**src/rtl/ram8_clear.sv**
```systemverilog
// Eight-word register memory with a one-cycle-per-word block-clear sweep.
// Write enables come from a dmux8way decoder that is held off while the sweep runs.

module dmux8way (
  input  logic       in,
  input  logic [2:0] sel,
  output logic       a,
  output logic       b,
  output logic       c,
  output logic       d,
  output logic       e,
  output logic       f,
  output logic       g,
  output logic       h
);

  assign a = in & (sel == 3'd0);
  assign b = in & (sel == 3'd1);
  assign c = in & (sel == 3'd2);
  assign d = in & (sel == 3'd3);
  assign e = in & (sel == 3'd4);
  assign f = in & (sel == 3'd5);
  assign g = in & (sel == 3'd6);
  assign h = in & (sel == 3'd7);

endmodule

module ram8_clear #(
  parameter int unsigned WIDTH = 16
) (
  input  logic             clk,
  input  logic             reset,
  input  logic [WIDTH-1:0] in,
  input  logic             load,
  input  logic [2:0]       address,
  input  logic             clear,
  output logic [WIDTH-1:0] out,
  output logic             busy,
  output logic             done
);

  typedef enum logic [1:0] {StIdle, StSweep, StDone} state_e;

  state_e           state_q, state_d;
  logic [2:0]       cnt_q, cnt_d;
  logic [WIDTH-1:0] mem_q [8];
  logic [7:0]       wr_en;

  // External writes are dropped, not deferred, while the sweep owns the array.
  dmux8way u_dmux (
    .in  (load & ~busy),
    .sel (address),
    .a   (wr_en[0]),
    .b   (wr_en[1]),
    .c   (wr_en[2]),
    .d   (wr_en[3]),
    .e   (wr_en[4]),
    .f   (wr_en[5]),
    .g   (wr_en[6]),
    .h   (wr_en[7])
  );

  always_ff @(posedge clk) begin
    if (reset) begin
      state_q <= StIdle;
      cnt_q   <= 3'd0;
    end else begin
      state_q <= state_d;
      cnt_q   <= cnt_d;
    end
  end

  always_comb begin
    state_d = state_q;
    cnt_d   = cnt_q;
    unique case (state_q)
      StIdle: begin
        if (clear) begin
          state_d = StSweep;
          cnt_d   = 3'd0;
        end
      end
      StSweep: begin
        cnt_d = cnt_q + 3'd1;
        if (cnt_q == 3'd7) state_d = StDone;
      end
      StDone: begin
        if (clear) begin
          state_d = StSweep;
          cnt_d   = 3'd0;
        end else begin
          state_d = StIdle;
        end
      end
      default: begin
        state_d = StIdle;
        cnt_d   = 3'd0;
      end
    endcase
  end

  always_comb begin
    busy = (state_q == StSweep);
    done = (state_q == StDone);
  end

  always_ff @(posedge clk) begin
    if (reset) begin
      for (int i = 0; i < 8; i++) mem_q[i] <= '0;
    end else begin
      for (int i = 0; i < 8; i++) begin
        if (wr_en[i]) begin
          mem_q[i] <= in;
        end else if (busy && (cnt_q == 3'(i))) begin
          mem_q[i] <= '0;
        end
      end
    end
  end

  assign out = mem_q[address];

endmodule
```
**config.mk**
```make
export PLATFORM = sky130hd
export DESIGN_NAME = ram8_clear
export DESIGN_NICKNAME = d
export VERILOG_FILES = /design/src/rtl/ram8_clear.sv
export SDC_FILE = /design/constraint.sdc
export NUM_CORES = 1
export LEC_CHECK = 0
export CORE_UTILIZATION = 50
export CTS_CLUSTER_DIAMETER = 80
export CTS_CLUSTER_SIZE = 24
export DETAILED_ROUTE_END_ITERATION = 10
export GPL_ROUTABILITY_DRIVEN = 0
export PLACE_DENSITY_LB_ADDON = 0.2
export SYNTH_ARGS = -nofsm -noshare
export SYNTH_HDL_FRONTEND = slang
export SYNTH_HIERARCHICAL = 1
export SYNTH_SLANG_ARGS = --single-unit
export TNS_END_PERCENT = 30
```
**constraint.sdc**
```tcl
create_clock -name clk -period 4.1 [get_ports clk]
set_input_delay 0.82 -clock clk [delete_from_list [all_inputs] [get_ports clk]]
set_output_delay 0.82 -clock clk [all_outputs]
set_load 0.05 [all_outputs]
```
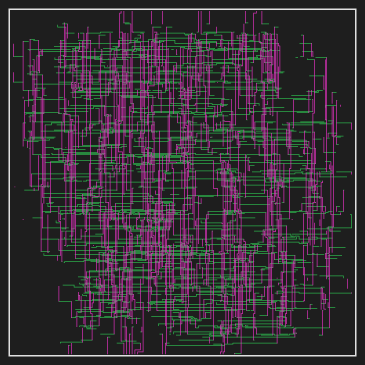
Figure 1: run 1, routed metal, one colour a layer.
(3 px per µm) Two of the layers only.
Key: metal 2 = magenta [wire length 7060 µm]; metal 1 = green [wire length 6150 µm]
WL/cell: 22.1 µm
combined global-route utilization of all metal layers: 23.2%
total via count in the routed design: 3631
DRT Wirelength: 13900 µm

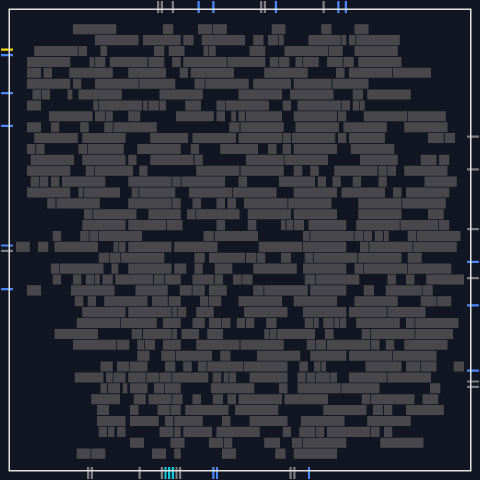
Figure 2: run 1, pin map.
(4 px per µm) Pins as bars across the die edge, other pins in grey.
Key: address = cyan [pins 3, direction input, edge bottom]; in = blue [pins 16, direction input, edge 5 left, 5 top, 3 right, 3 bottom]; clk = yellow [pins 1, direction input, edge left]

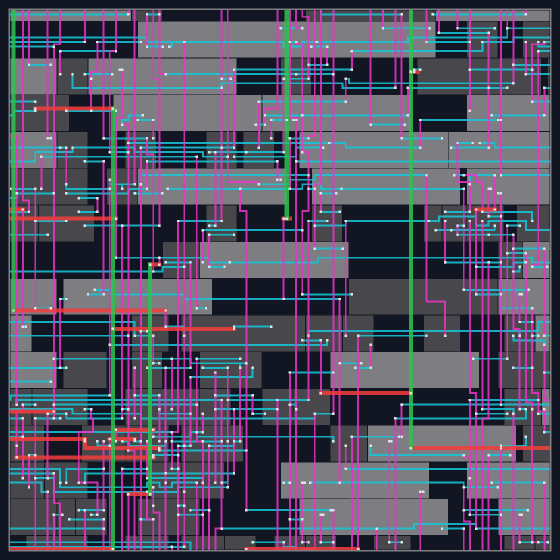
Figure 3: run 1, a small window of the routed layout.
Window x 37 to 77, y 37 to 77 µm. Cells in grey, sequential cells in the stronger grey; small squares are vias.
Key: metal 1 = cyan; metal 2 = magenta; metal 3 = red; metal 4 = green
Sequential cells in the window: 18. Most frequent: edfxtp_1 (18), and2_1 (13), buf_4 (7). 65 logic cells have their middle in the window. Netlist names of flops here include mem_q (18).

==> reports/writeup.txt, run 1 <==
The run finished with clean final reports. The parity-gate share of the synthesized area counting xor and xnor cells is 0%. The critical path is of the in -> out type.

The run gives 133 for the TritonCTS sink count. Summing all flip-flop and latch instances after layout gives 3940 µm². According to the I/O placement log, the pin count is 41. Critical hold path startpoint: state_q[0]. The total sequential power was 0.00159 W. After layout, the worst path uses 78.6% of the clock period.

The worst path meets setup with 877 ps of slack. The critical-path cell with the highest stage delay is sky130_fd_sc_hd__clkdlybuf4s50_1. Dividing the synthesized area by the synthesized cell count gives 15.8 µm². The launch point of the worst reg-to-reg path was state_q[1]. Buffers outside the clock tree occupy 6.34% of the routed design's cell area. TritonCTS built the clock tree. The power report lists the clock group at 0.00164 W. The number of cells on the worst hold path was 2. The logs give 1490 ps for the worst-case register-to-register setup slack and 478 for the post-layout net count. Looking at the max-slew report, the worst-margin pin has a slew of 935 ps.

The run gives 28 for the count of unique library cells instantiated by Yosys. Clock latency on the worst-skew pair, taken at its later pin, is 410 ps. The family of cells with the greatest summed delay on the critical path was buffers and inverters.

The final timing report lists a hold violation count of 0. The tools report the largest net degree at the start of global routing as 41. The average via count per standard cell works out to 5.76. According to the timing report, the critical path is captured at out[7].

The analysis reports a worst IR drop on VDD of 0.000274 V. Walking the worst path, the cells encountered are clkdlybuf4s50_1 > buf_12 > mux4_1 > mux2_2 > buf_4. STA classifies the critical path startpoint as an input pin. In the final layout, flip-flops and latches take up 52.0% of the cell area. For reference, simple AND, OR, NAND and NOR cells occupy 14.7% of the area reported after synthesis. Across the placement rows, the number of tap cells is 168. The logic depth of the worst register-to-register path was 6. The clock passes through at most 2 buffers. The switching part of the total power was 22.2%. The most used flip-flop cell after synthesis is sky130_fd_sc_hd__edfxtp_1. The type of the tightest min-delay check was reg -> reg. In the post-synthesis netlist, the cell with the most instances is sky130_fd_sc_hd__edfxtp_1. Per the TritonCTS log, the buffer count is 17.

The final report lists a non-filler cell total of 630. The iteration count recorded for the first detailed-route pass is 7. The run gives 5.19 ps as the setup skew after layout. The tools report the combinational logic power as 0.000349 W. The power share of the clock group is 45.8%, and the x dimension of the die is 115 µm. Per the post-route antenna check, the number of violating nets is 0.

The tools report the leakage power of the design as 2.97 nW. The analysis attributes to net switching a power of 0.000796 W. Sequential cells account for 44.5% of the total power.

Combinational logic burns 9.8% of the power. After layout, the clock buffer instance count stands at 19. For this design the ratio of total power to cell area is 473 nW/µm². Measured along the y axis, the die boundary spans 115 µm. With the AND-OR/OR-AND share of the synthesized area at 3.29%, the combinational share of cell area is 29.5%.

The cell internal power dissipation was 0.00279 W. With the largest incremental delay on the critical path at 500 ps, the number of filler cells placed in the layout is 930. OpenSTA lists the critical path startpoint as address[2]. The via count of the first global-routing pass is 3776, and the number of warnings reported in the yosys synthesis log is 6.

For the worst setup path, the data arrival time is 2400 ps. The run gives 21600 µm for the wire length of the first global-routing pass. The number of antenna diodes in the final layout is 0. Capture endpoint of the worst hold path: cnt_q[1]. The library cell used as clock root buffer was sky130_fd_sc_hd__clkbuf_16. Looking at the worst setup and hold paths, the clock pins of their registers show a slew of 60 ps. For this block, the initial DRC count from the detailed router was 277. The max-capacitance violation count is 0. The run gives 133 as the flop count. The run gives 403 as the number of standard cells reported by yosys. The async set-or-reset flop fraction in the synthesized netlist is 0%. Main logic family after synthesis: multiplexers.

In this run the cell area of the synthesized design comes to 6380 µm². The synthesized instance count is 403. The inverter tally of the final layout excluding the clock network was 19; the total congestion overflow was 0.

The run gives 3 for the number of buffers and inverters on the critical path. For the total area of multi-input combinational cells, the log shows 2240 µm². Ranked by power, first place goes to the clock network. The run gives 40 for the count of port buffers added during placement.

Non-clock buffers in the final layout number 54. The run gives 6380 µm² for the yosys-reported design area after synthesis. The chip occupies 13200 µm².

The proportion of netlist area held by the largest area contributor works out to 60.2%. The initial antenna violation count was 0. The logs give 432 for the synthesized net count and 0 for the post-cts repair resize count.

The number of setup violations in the final report was 0. In the final report, the number of pins over their slew limit comes to 0. The worst-case max-slew headroom was logged as 37.6%. The post-synth count of flops with an enable pin is 128.

The script parses the final routing iteration and logs DRC violations as 0. The H-tree was split into 4 levels. Sorting the synthesized cells by area gives the leading types as sky130_fd_sc_hd__edfxtp_1 (60%), sky130_fd_sc_hd__mux4_1 (12%), sky130_fd_sc_hd__and2_1 (9.4%), sky130_fd_sc_hd__mux2_2 (2.8%), sky130_fd_sc_hd__a211oi_1 (1.9%). The fraction of layout cells with a size suffix above 1 works out to 20.8%.

The nature of the critical path endpoint is an output port. Row generation in the floorplan step produced 40 rows. Counting buffers and inverters, the worst setup path is 5 cells deep. The leading area contributor after synthesis is sky130_fd_sc_hd__edfxtp_1. After layout the clock buffers and inverters come to 8.42% of cell area.
## run 1: through the flow
step	hold WS (ps)	instance area [µm²]	power, W	util [%]
finish	619	7580	0.00358	62.1
global route	658	7580	0.00369	62.1
CTS	620	7580	0.00360	62.1
detailed placement	611	6940	0.00197	56.9
global placement	602	6940	0.00196	56.9
floorplan	570	6380	0.00184	-
## run 1: layer usage
metal / global-route usage (%) / part of all wire [%] / routed length [µm]
met5: 0 / 0 / 0
met4: 8.40 / 1.5 / 210
met3: 5.48 / 3.7 / 517
met2: 38.5 / 51 / 7060
met1: 29.9 / 44 / 6150
## run 1: layout by cell type (no fill, tap or decap), types with 3 or more instances in the layout
master,instances
sky130_fd_sc_hd__buf_4,28
sky130_fd_sc_hd__dfxtp_1,5
sky130_fd_sc_hd__bufinv_16,5
sky130_fd_sc_hd__and4b_2,3
sky130_fd_sc_hd__and4bb_2,3
sky130_fd_sc_hd__edfxtp_1,128
sky130_fd_sc_hd__mux4_2,4
sky130_fd_sc_hd__inv_1,19
sky130_fd_sc_hd__ha_1,6
sky130_fd_sc_hd__clkbuf_16,17
sky130_fd_sc_hd__a211o_1,8
sky130_fd_sc_hd__nor3_1,16
sky130_fd_sc_hd__a21oi_1,4
sky130_fd_sc_hd__a211oi_1,16
sky130_fd_sc_hd__and2_1,96
sky130_fd_sc_hd__mux2_2,16
sky130_fd_sc_hd__clkdlybuf4s50_1,22
sky130_fd_sc_hd__or3b_2,6
sky130_fd_sc_hd__nor2b_1,10
sky130_fd_sc_hd__mux4_1,28
## run 1: state kept, by name, summed over array words and instances, names as in the netlist
| register | count |
|---|---|
| mem_q | 128 |
| state_q | 2 |
| cnt_q | 3 |
Figure 4. Signal wires on met2 (run 1).
(3 px per µm) Cells faint in the background.
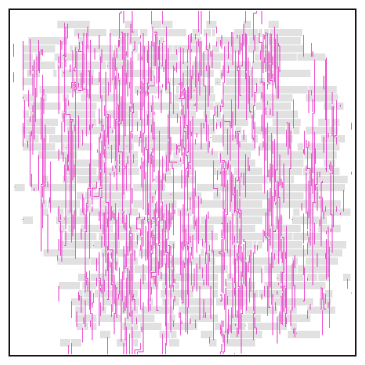

## Run 2: what changed since run 1
==> constraint.sdc (replaced) <==
create_clock -name clk -period 2.78 [get_ports clk]
set_input_delay 0.556 -clock clk [delete_from_list [all_inputs] [get_ports clk]]
set_output_delay 0.556 -clock clk [all_outputs]
set_load 0.05 [all_outputs]
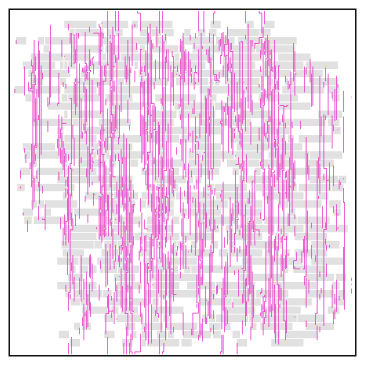
Figure 5: run 2, signal wires on met2.
(3 px per µm) Cells faint in the background.
427 nets have wire on it. The layer holds 51% of the routed length. The longest straight run is 51.7 µm.
total via count in the routed design: 3650
global-route met2 utilization: 39.7%
DRT Wirelength: 14100 µm

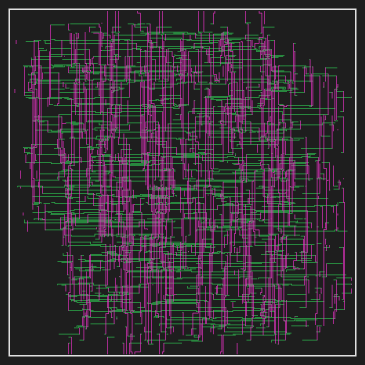
Figure 6: run 2, routed metal, one colour a layer.
(3 px per µm) Two of the layers only.
Key: metal 1 = green [wire length 6020 µm]; metal 2 = magenta [wire length 7230 µm]

==> run 2 against run 1 <==
Final cell count up 2.5%. Core utilization up 0.63 points. Sequential cell count unchanged. First-iteration DRC count down 21%. Cell area up 1.0%. Worst setup slack worse by 790 ps. Non-clock buffer count up 16. Synthesized cell count unchanged. Area after synthesis unchanged. Via count up 0.52%. Worst hold slack better by 8.3 ps. Sequential share of layout area down 0.52 points. Largest power group is now sequential cells.
==> reports/writeup.txt, run 2 <==
Via count of the first global-routing pass: 3840. STA classifies the critical path startpoint as an input pin. The count of buffers added on input and output ports is 40. Headroom to the max-slew limit came out at 58.1%. CTS placed an instance of sky130_fd_sc_hd__clkbuf_16 at the clock tree root. For this run, the script counts the antenna cells in the layout as 0. The post-route minimum period was 2690 ps. For this sky-water flow run, the detailed-routed wirelength per cell is reported as 21.9 µm.

The analysis attributes to cell leakage a power of 3.02 nW. The power share of the combinational group is 11.5%. The first global-routing pass estimated 22300 µm of wire. Initial cell density of the core: 52.3%. With the ratio of total power to cell area at 631 nW/µm², the required time of the critical path is 2220 ps.

After clock tree synthesis, the setup repair step added 0 buffers. Dividing the detail-routed via count by the number of cells gives 5.65. The run finished with clean final reports.

At the pin with the least slew margin, the transition time is 629 ps. With the number of top-level pins at 41, the maximum number of buffers from clock root to sink is 2. TritonCTS built the clock tree.

According to the report, the first pass of detailed routing completed in 4 iterations. In this run the cell area measured after placement is 7150 µm². Per the synth log, the flip-flop and latch total comes to 133.

The most instantiated logic cell after routing is sky130_fd_sc_hd__edfxtp_1. Per the synthesis report, the number of distinct cell types is 28. The run gives 115 µm for the x dimension of the die. After synthesis, the chip area reported by Yosys is 6380 µm². Critical hold path startpoint: cnt_q[1].

The largest registers in the layout are mem_q: 128 flops, cnt_q: 3 flops, state_q: 2 flops. The run gives 13200 µm² as the total die size. The register with the most flip-flops in the layout has 128 of them. The synthesis-to-finish area growth works out to 20.0%.

Setup total negative slack on the finished layout was measured at 0 ps. A synthesized cell averages 15.8 µm². More flip-flops sit in one register than any other, and that register is mem_q. The die outline height was 115 µm.

The dominant power group in this design is sequential cells. Number of standard cells reported by yosys: 403. The run gives 23.2% for the fraction of layout cells with a size suffix above 1. Sorting the synthesis cell report by count puts at the top sky130_fd_sc_hd__edfxtp_1.

Entering global routing, the biggest net connects 41 pins. The run gives 0 for the initial antenna violation count. The arrival time of data at the critical path endpoint was 2140 ps; the clock buffer count from CTS was 17.

For the final database, setup skew stands at 4.85 ps. The largest driver fanout on the critical path is 40, and the power share of the clock group is 40.0%. The post-CTS hold buffer count recorded in the log is 0.

The type of the tightest min-delay check is reg -> reg. For the maximum clock frequency, the log shows 372 MHz. The most critical setup path has its startpoint at address[2]. The total overflow left after global routing is 0. The proportion of netlist area held by the largest area contributor works out to 60.2%. The tools report the launch point of the worst reg-to-reg path as state_q[1].

After detailed routing, the number of remaining DRC violations is 0. For this run, the number of Yosys warnings is 6. Warnings raised by the tools during the run amount to 30. Before any placement, the netlist area is recorded as 6380 µm².

Start-to-end type of the worst setup path: in -> out. After technology mapping, the gate count stands at 403. The cell type that accounts for the most area after synthesis is sky130_fd_sc_hd__edfxtp_1.

The flow reports power dissipated in the clock network as 0.00193 W. For the DRC marker count from the first detailed-route iteration, the log shows 220. At the end of the flow, the number of nets in the layout was 494. Summed over all nets, the switching power comes to 0.00116 W.

The tools report the placement row count as 40. For the TritonCTS sink count, the log shows 133. Setup violations remaining at the end of the flow were counted as 0. After clock tree synthesis, the clock-pin slew on the worst setup and hold paths is 50 ps. With the peak supply drop at 0.000430 V, the switching part of the total power is 23.9%. The main area contributors are sky130_fd_sc_hd__edfxtp_1 (60%), sky130_fd_sc_hd__mux4_1 (12%), sky130_fd_sc_hd__and2_1 (9.4%), sky130_fd_sc_hd__mux2_2 (2.8%), sky130_fd_sc_hd__a211oi_1 (1.9%). Number of pins with negative max-slew slack in the final report: 0. The tools report the clock latency on the worst-skew pair as 430 ps. Dividing the final minimum period by the clock period gives 96.8%. The commonest cells after synthesis are sky130_fd_sc_hd__edfxtp_1 (128), sky130_fd_sc_hd__and2_1 (96), sky130_fd_sc_hd__mux4_1 (28), sky130_fd_sc_hd__inv_1 (19), sky130_fd_sc_hd__clkbuf_1 (18).

In the global route stage, overall resource usage came out at 24.1%. The tool flagged a number of max-cap violations equal to 0. The H-tree was split into 4 levels.

The power report lists cell-internal power as 0.00367 W. The tools report the nature of the critical path endpoint as an output port. In this run the standard cell core region covers 12200 µm².

With the combinational logic power at 0.000557 W, the async set-or-reset flop fraction in the synthesized netlist is 0%. Setup repair after global routing left no endpoint under its margin. The number of enable-type register cells in the synthesized netlist was 128. Per the final timing report, the hold violations number 0. Synthesis produced a netlist with a net count of 432.

The sequential share of power came out at 48.5%. The tools report the post-synthesis sequential area ratio as 61.8%. Nets still carrying antenna violations after routing amount to 0.

The most common logic cells in the final layout are sky130_fd_sc_hd__edfxtp_1 (128), sky130_fd_sc_hd__and2_1 (96), sky130_fd_sc_hd__buf_4 (37). The run gives 8640 µm for the HPWL reported at the end of detailed placement. The tools report the post-cts repair resize count as 0. The total sequential power is 0.00234 W.

After routing the design area is 7660 µm². In the final layout, the fill cell count is 931. The dominant synthesized flop cell was sky130_fd_sc_hd__edfxtp_1.
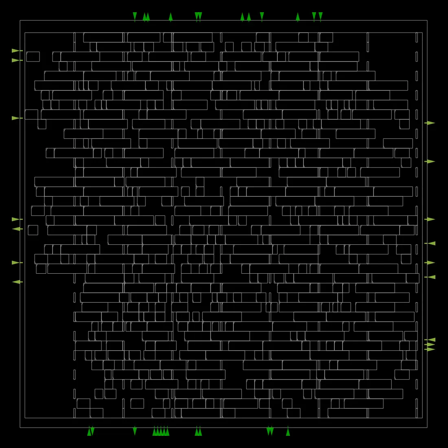
Figure 7: run 2, placed standard cells.
Flop Count: 133
n_taps: 168
flop share of the area: 51.5%

## run 2: cell type report
type                       count  area (µm²)  area share, %
timing repair buffer          70         688           8.99
tap                          168         210           2.74
sequential                   133        3940           51.5
clock inverter                10        60.1          0.784
multi-input combinational    224        2240           29.3
clock buffer                  22         444           5.80
inverter                      19        71.3          0.931
## run 2: cell families after synthesis
group,count (synthesis),synth area share [%]
AND/OR/NAND/NOR,142,14.7
flip-flops,133,61.8
multiplexers,48,15.8
buffers and inverters,46,3.23
AND-OR/OR-AND,28,3.29
adder cells (fa/ha/maj),6,1.18
## run 2: per-layer routing
| layer | vias to the layer above | track usage, % | wire length [µm] |
|---|---|---|---|
| li1 | 1684 | - | - |
| met1 | 1854 | 31.1 | 6020 |
| met2 | 90 | 39.7 | 7230 |
| met3 | 22 | 5.80 | 601 |
| met4 | 0 | 9.35 | 271 |
| met5 | - | 0 | 0 |
## run 2: path summary, 6_finish.rpt
kind	to	slack [ps]	cells after the start
setup reg to reg	mem_q[7][9]	680	7
hold / removal	cnt_q[1]	630	2
setup / recovery	out[9]	90	5
hold reg to reg	cnt_q[1]	630	2
## run 2: stage by stage
stage / instances / worst slack (ps) / total power (W) / hold WS [ps] / util, %
finish: 646 / 88.6 / 0.00483 / 627 / 62.7
global route: 646 / 32.0 / 0.00497 / 633 / 62.7
CTS: 646 / 70.6 / 0.00485 / 623 / 62.7
detailed placement: 614 / 86.7 / 0.00294 / 616 / 58.6
global placement: 614 / 76.8 / 0.00293 / 606 / 58.6
floorplan: 403 / 215 / 0.00271 / 570 / -
## run 2: worst max-delay path, stage by stage
cell	delay [ps]
sky130_fd_sc_hd__clkdlybuf4s50_1	510
sky130_fd_sc_hd__buf_12	230
sky130_fd_sc_hd__mux4_2	340
sky130_fd_sc_hd__mux2_2	290
sky130_fd_sc_hd__buf_4	190
Power is estimated from default activity; no workload was simulated.
